## src/rtl/tod_counter_tz.sv

```systemverilog
// rtl/tod_counter_tz.sv - GMT time-of-day counter with prescaler, timezone offset and 12/24h display
module tod_counter_tz #(
  parameter int CLK_DIV    = 50000000,
  parameter int RESET_HOUR = 15,
  parameter int TZ_MIN     = -12,
  parameter int TZ_MAX     = 14
) (
  input  logic        CLK,
  input  logic        RESET,
  input  logic [17:0] TIME_SETDATA,
  input  logic        TIME_SET_FLAG,
  input  logic [4:0]  TZ_OFFSET,
  input  logic        HOUR12,
  output logic [17:0] DATA,
  output logic        PM,
  output logic        DAY_TICK,
  output logic        SET_ERR
);

  localparam int PW = (CLK_DIV > 2) ? $clog2(CLK_DIV) : 1;
  localparam logic [PW-1:0]     PRESC_LAST = PW'(CLK_DIV - 1);
  localparam logic [4:0]        RST_HOUR   = 5'(RESET_HOUR);
  localparam logic signed [6:0] TZ_LO      = 7'(TZ_MIN);
  localparam logic signed [6:0] TZ_HI      = 7'(TZ_MAX);

  logic [PW-1:0] presc_q, presc_d;
  logic [4:0]    hour_q, hour_d;
  logic [5:0]    min_q, min_d;
  logic [5:0]    sec_q, sec_d;
  logic          flag_q;
  logic          day_tick_q, day_tick_d;
  logic          set_err_q, set_err_d;
  logic [17:0]   data_q, data_d;
  logic          pm_q, pm_d;

  logic          tick;
  logic          load_req;
  logic          ld_valid;
  logic          do_load;
  logic [4:0]    ld_hour;
  logic [5:0]    ld_min;
  logic [5:0]    ld_sec;

  logic signed [6:0] tz_ext;
  logic signed [6:0] tz_clamped;
  logic signed [6:0] hour_sum;
  logic [4:0]        local_hour;
  logic [4:0]        disp_hour;

  // Tick, rising-edge load request and load-data validation
  always_comb begin
    tick     = (presc_q == PRESC_LAST);
    load_req = TIME_SET_FLAG & ~flag_q;
    ld_hour  = TIME_SETDATA[16:12];
    ld_min   = TIME_SETDATA[11:6];
    ld_sec   = TIME_SETDATA[5:0];
    ld_valid = ~TIME_SETDATA[17] && (ld_hour <= 5'd23) && (ld_min <= 6'd59) && (ld_sec <= 6'd59);
    do_load  = load_req & ld_valid;
  end

  // GMT next state: a valid load overrides the tick, otherwise the tick cascades sec -> min -> hour
  always_comb begin
    presc_d    = tick ? '0 : presc_q + 1'b1;
    hour_d     = hour_q;
    min_d      = min_q;
    sec_d      = sec_q;
    day_tick_d = 1'b0;
    set_err_d  = load_req & ~ld_valid;
    if (do_load) begin
      presc_d = '0;
      hour_d  = ld_hour;
      min_d   = ld_min;
      sec_d   = ld_sec;
    end else if (tick) begin
      if (sec_q == 6'd59) begin
        sec_d = 6'd0;
        if (min_q == 6'd59) begin
          min_d = 6'd0;
          if (hour_q == 5'd23) begin
            hour_d     = 5'd0;
            day_tick_d = 1'b1;
          end else begin
            hour_d = hour_q + 5'd1;
          end
        end else begin
          min_d = min_q + 6'd1;
        end
      end else begin
        sec_d = sec_q + 6'd1;
      end
    end
  end

  // Local time: clamp offset, wrap hour into 0..23, then optional 12-hour mapping
  always_comb begin
    tz_ext = {{2{TZ_OFFSET[4]}}, TZ_OFFSET};
    if (tz_ext < TZ_LO) begin
      tz_clamped = TZ_LO;
    end else if (tz_ext > TZ_HI) begin
      tz_clamped = TZ_HI;
    end else begin
      tz_clamped = tz_ext;
    end
    hour_sum = $signed({2'b00, hour_q}) + tz_clamped;
    if (hour_sum < 7'sd0) begin
      local_hour = 5'(hour_sum + 7'sd24);
    end else if (hour_sum >= 7'sd24) begin
      local_hour = 5'(hour_sum - 7'sd24);
    end else begin
      local_hour = 5'(hour_sum);
    end
    pm_d      = (local_hour >= 5'd12);
    disp_hour = local_hour;
    if (HOUR12) begin
      if (local_hour == 5'd0) begin
        disp_hour = 5'd12;
      end else if (local_hour > 5'd12) begin
        disp_hour = local_hour - 5'd12;
      end
    end
    data_d = {1'b0, disp_hour, min_q, sec_q};
  end

  // GMT counter, prescaler, flag history and status pulses
  always_ff @(posedge CLK or posedge RESET) begin
    if (RESET) begin
      presc_q    <= '0;
      hour_q     <= RST_HOUR;
      min_q      <= 6'd0;
      sec_q      <= 6'd0;
      flag_q     <= 1'b0;
      day_tick_q <= 1'b0;
      set_err_q  <= 1'b0;
    end else begin
      presc_q    <= presc_d;
      hour_q     <= hour_d;
      min_q      <= min_d;
      sec_q      <= sec_d;
      flag_q     <= TIME_SET_FLAG;
      day_tick_q <= day_tick_d;
      set_err_q  <= set_err_d;
    end
  end

  // Registered display outputs, one cycle behind GMT / offset / mode
  always_ff @(posedge CLK or posedge RESET) begin
    if (RESET) begin
      data_q <= 18'd0;
      pm_q   <= 1'b0;
    end else begin
      data_q <= data_d;
      pm_q   <= pm_d;
    end
  end

  assign DATA     = data_q;
  assign PM       = pm_q;
  assign DAY_TICK = day_tick_q;
  assign SET_ERR  = set_err_q;

endmodule

```

## config.mk

```make
export PLATFORM = sky130hd
export DESIGN_NAME = tod_counter_tz
export DESIGN_NICKNAME = d
export VERILOG_FILES = /design/src/rtl/tod_counter_tz.sv
export SDC_FILE = /design/constraint.sdc
export NUM_CORES = 1
export LEC_CHECK = 0
export ABC_AREA = 1
export CAP_MARGIN = 10
export CORE_UTILIZATION = 29
export DETAILED_ROUTE_END_ITERATION = 10
export PLACE_DENSITY = 0.46
export REMOVE_ABC_BUFFERS = 1
export SLEW_MARGIN = 30
export SYNTH_ARGS = -nofsm -noshare
export SYNTH_HDL_FRONTEND = slang
export SYNTH_SLANG_ARGS = --single-unit
```

## constraint.sdc

```tcl
create_clock -name CLK -period 6.28 [get_ports CLK]
set_input_delay 0.942 -clock CLK [delete_from_list [all_inputs] [get_ports CLK]]
set_output_delay 0.942 -clock CLK [all_outputs]
set_load 0.02 [all_outputs]
```

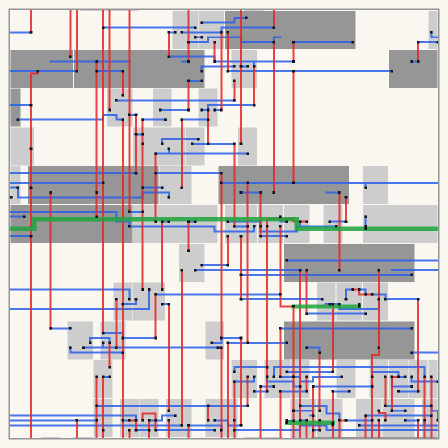
Fig. 1. Zoomed window.
Region (42, 19) to (72, 49) um. Cells in gray, sequential cells in the stronger gray; small squares are vias.
green -> M3
red -> M2
blue -> M1
cells with their middle in the window = 53
sequential cells in the window = 7
netlist names of flops here include = presc_q (7)
most frequent = nand2_1 (7), dfrtp_1 (7)

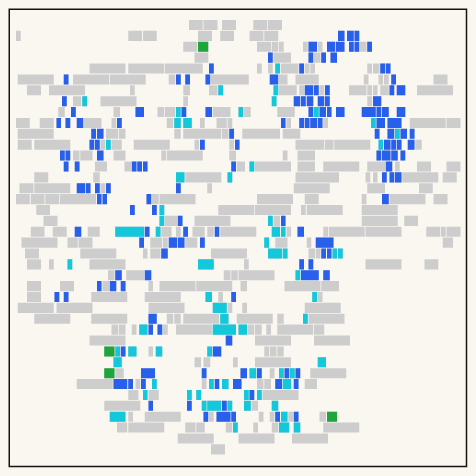
Fig. 2. Gate-type map.
Scale: 4 px per um.
blue -> nand cells  # cells 156, where spread over the die
green -> non-inverting ao/oa cells  # cells 4
cyan -> nor cells  # cells 68
non-filler cells, final: 674
dominant logic cell type in the layout: nand2_1
logic share of the area: 38.5%

==> results_slide.txt <==
Run Summary

Run status
  – Run status: finished, final reports clean

Synth
  – Seq/Total Area, Yosys: 44.2%
  – Post-synthesis xor/xnor area fraction: 2.62%
  – Ys cells: 450
  – Yosys aoi share: 10.1%
  – Post-synth EDFFs: 0
  – Post-synth top area share: between 40% and 50%
  – Cell area leaders: dfrtp_1 41%, nand2_1 10%, inv_1 5.8%
  – List of most frequent post-synthesis cells: 100 x nand2_1, 60 x dfrtp_1, 56 x inv_1, 41 x nor2_1, 32 x nand3_1
  – Multiplexer share: 0%
  – Post-Syn Area: 0.00363 mm2
  – Post-Syn Instances: 450
  – Chip area in the Yosys report: between 0.003 and 0.004 mm2
  – Yosys simple share: 30.1%
  – Dominant cell type by area after synthesis: dfrtp_1
  – Distinct lib cells: 43
  – Adder Area Share: 5.37%
  – Logic family by area: simple AND/OR/NAND/NOR gates
  – Syn avg cell area: 8.07 um2
  – Most instantiated library cell after synthesis: nand2_1
  – Main synth FF type: dfrtp_1
  – Asr flop ratio synth: 100%
  – #FFs+latches synth: around 64
  – Synth warn: 0

Layout
  – MI comb cells: 317
  – Fillcell total: 1244
  – Non-clock buffer count in the final layout: ~47
  – Flops: roughly 64
  – Non-clock inverters: 62
  – Most frequent cells in the layout: 100 x nand2_1, 60 x dfrtp_1, 55 x inv_1
  – NonClk Buf Share: a little over 10%
  – Layout cells sized above 1: 10.3%
  – Register area: 0.00161 mm2
  – Max reg flops: 26
  – Largest register by flop count: presc_q
  – Logic cell area: 0.00176 mm2
  – Sequential cell area share: 35.2%
  – Top class by area: multi-input combinational cells
  – Clk_buf instances: 13
  – Fin nets: 543
  – Post-route cell area: 0.00456 mm2
  – Area grow syn2layout: 25.5%
  – Clk tree area frac: 6.20%
  – Diode count: 0

Power
  – Int Power: just under 0.001 W
  – Psw: 0.000452 W
  – Flop pwr share: 39.3%
  – Switching share of power: 31.8%
  – Comb pwr share: 27.0%
  – Pwr top: sequential cells
  – Leak: 2.07 nW
  – P per Cell Area: just over 300 mW/mm2
  – Clock power share: 33.7%
  – Worst vdd ir: around 0.14 mV
  – P_comb: between 0.0003 and 0.0004 W
  – Seq. pwr: 0.000559 W
  – Power Clock: approximately 0.00048 W

Route
  – DRT iter0 DRCs: about 150
  – WL/cell: around 13 um
  – WL final: 8580 um
  – Residual DRC count: 0
  – Via count: 3110
  – Drt first pass iters: 5
  – Routed Antenna Nets: 0
  – Via-to-Cell Ratio: 4.61

Floorplanning
  – Die Y: approximately 110 um
  – Die width: 114 um
  – Core region area: 0.0121 mm2
  – Well Taps: 168
  – Cell row count: approximately 40
  – Die area: 0.0130 mm2
  – Initial Util: 30.0%
  – I/O Pins: around 48

STA
  – Endpoints failing setup: 0
  – Setup TNS: 0 ns
  – Final Critical Period: just over 4 ns
  – Slew @ Worst Pin: ~0.84 ns
  – Final period util: between 60% and 70%
  – Max Freq: 249 MHz
  – Slew Limit Fails: 0
  – Worst rel slew slack: 43.7%
  – RSZ-0062 raised after global routing: no
  – Clock skew after layout: 0.00856 ns
  – Final hold violation count: 0

Worst setup path
  – WS Path Type: primary input to flip-flop
  – CP startpoint: TZ_OFFSET[2]
  – Crit path max-delay family: adder cells
  – Worst Setup End Kind: flip-flop
  – CP max stage cell: clkdlybuf4s50_1
  – Worst reg2reg path endpoint: DATA[15]
  – Crit path largest cell delay: roughly 0.5 ns
  – Critical path arrival: 4.23 ns
  – Flop2flop setup slack: 3.43 ns
  – Critical path depth: 22
  – Required time of the critical path: around 6.5 ns
  – R2R depth: 16
  – Worst r2r src: hour_q[0]
  – Buf+Inv Stages, Crit Path: 4
  – End of the critical path: DATA[15]
  – Max FO, Critical Path: 4
  – Crit path cell chain: clkdlybuf4s50_1 -> o21ai_0 -> ha_1 -> nor2_1 -> ha_1 -> fa_1 -> nand2_1 -> nand3_1 -> nand3_1 -> nand2_1 -> ha_1 -> inv_1 -> nand4_1 -> nand2_1 -> nand2_1 -> inv_1 -> ha_1 -> inv_1 -> nor2_1 -> nand3_2 -> nand4_1 -> nand3_1
  – Startpoint Class: primary input

Clocking
  – Post-CTS Setup Repair Bufs: 0
  – Maximum clock path buffer count: 2
  – Worst-skew pair later-pin latency: 0.33 ns
  – Cts bufs inserted: 9
  – CTS Root Cell: clkbuf_16
  – CTS resizes: 0
  – Cts-stage hold buffer count: 0
  – H-tree lvl count: 3
  – CTS tree: done
  – Clock slew at reported path FFs: 0.06 ns
  – Clk sinks: 64

Placed design
  – DP Area: 0.00428 mm2
  – Number of port buffers: 46
  – Hpwl dp: roughly 6300 um
  – GP Congestion: roughly 0.8

Global route
  – Number of global-route vias before repair: 2931
  – Initial antenna violation count: 0
  – Pin count of the biggest net entering global routing: 65
  – First-pass GRT wire length: 14500 um
  – Tot GR Track Use: roughly 14%
  – Grt total ovfl: 0

Min path
  – WHS Endpoint: DATA[11]
  – Hold crit path type: flip-flop to flip-flop
  – Hold Path Depth: 0
  – Hold_sp: min_q[5]

Job
  – Tool warnings: 27
  – Maxcap violations: 0
==> metrics by stage <==
stage / std cells / utilization, % / power [W] / hold slack (ns) / worst slack [ns]
final: 674 / 37.6 / 0.00142 / 0.372 / 2.26
after global routing: 674 / 37.6 / 0.00152 / 0.384 / 1.94
after CTS: 674 / 37.6 / 0.00144 / 0.378 / 2.27
after detailed placement: 658 / 35.3 / 0.000952 / 0.370 / 1.91
after global placement: 658 / 35.3 / 0.000947 / 0.372 / 2.03
after floorplan: 443 / - / 0.000798 / 0.354 / 2.68
==> metal layers <==
metal | share of wire (%) | global-route usage, % | vias up
met4 | 0.87 | 3.38 | 0
met5 | 0 | 0 | -
met3 | 4.5 | 4.25 | 6
li1 | - | - | 1586
met1 | 51 | 19.6 | 1449
met2 | 44 | 21.8 | 69
Power and IR drop assume default switching activity.
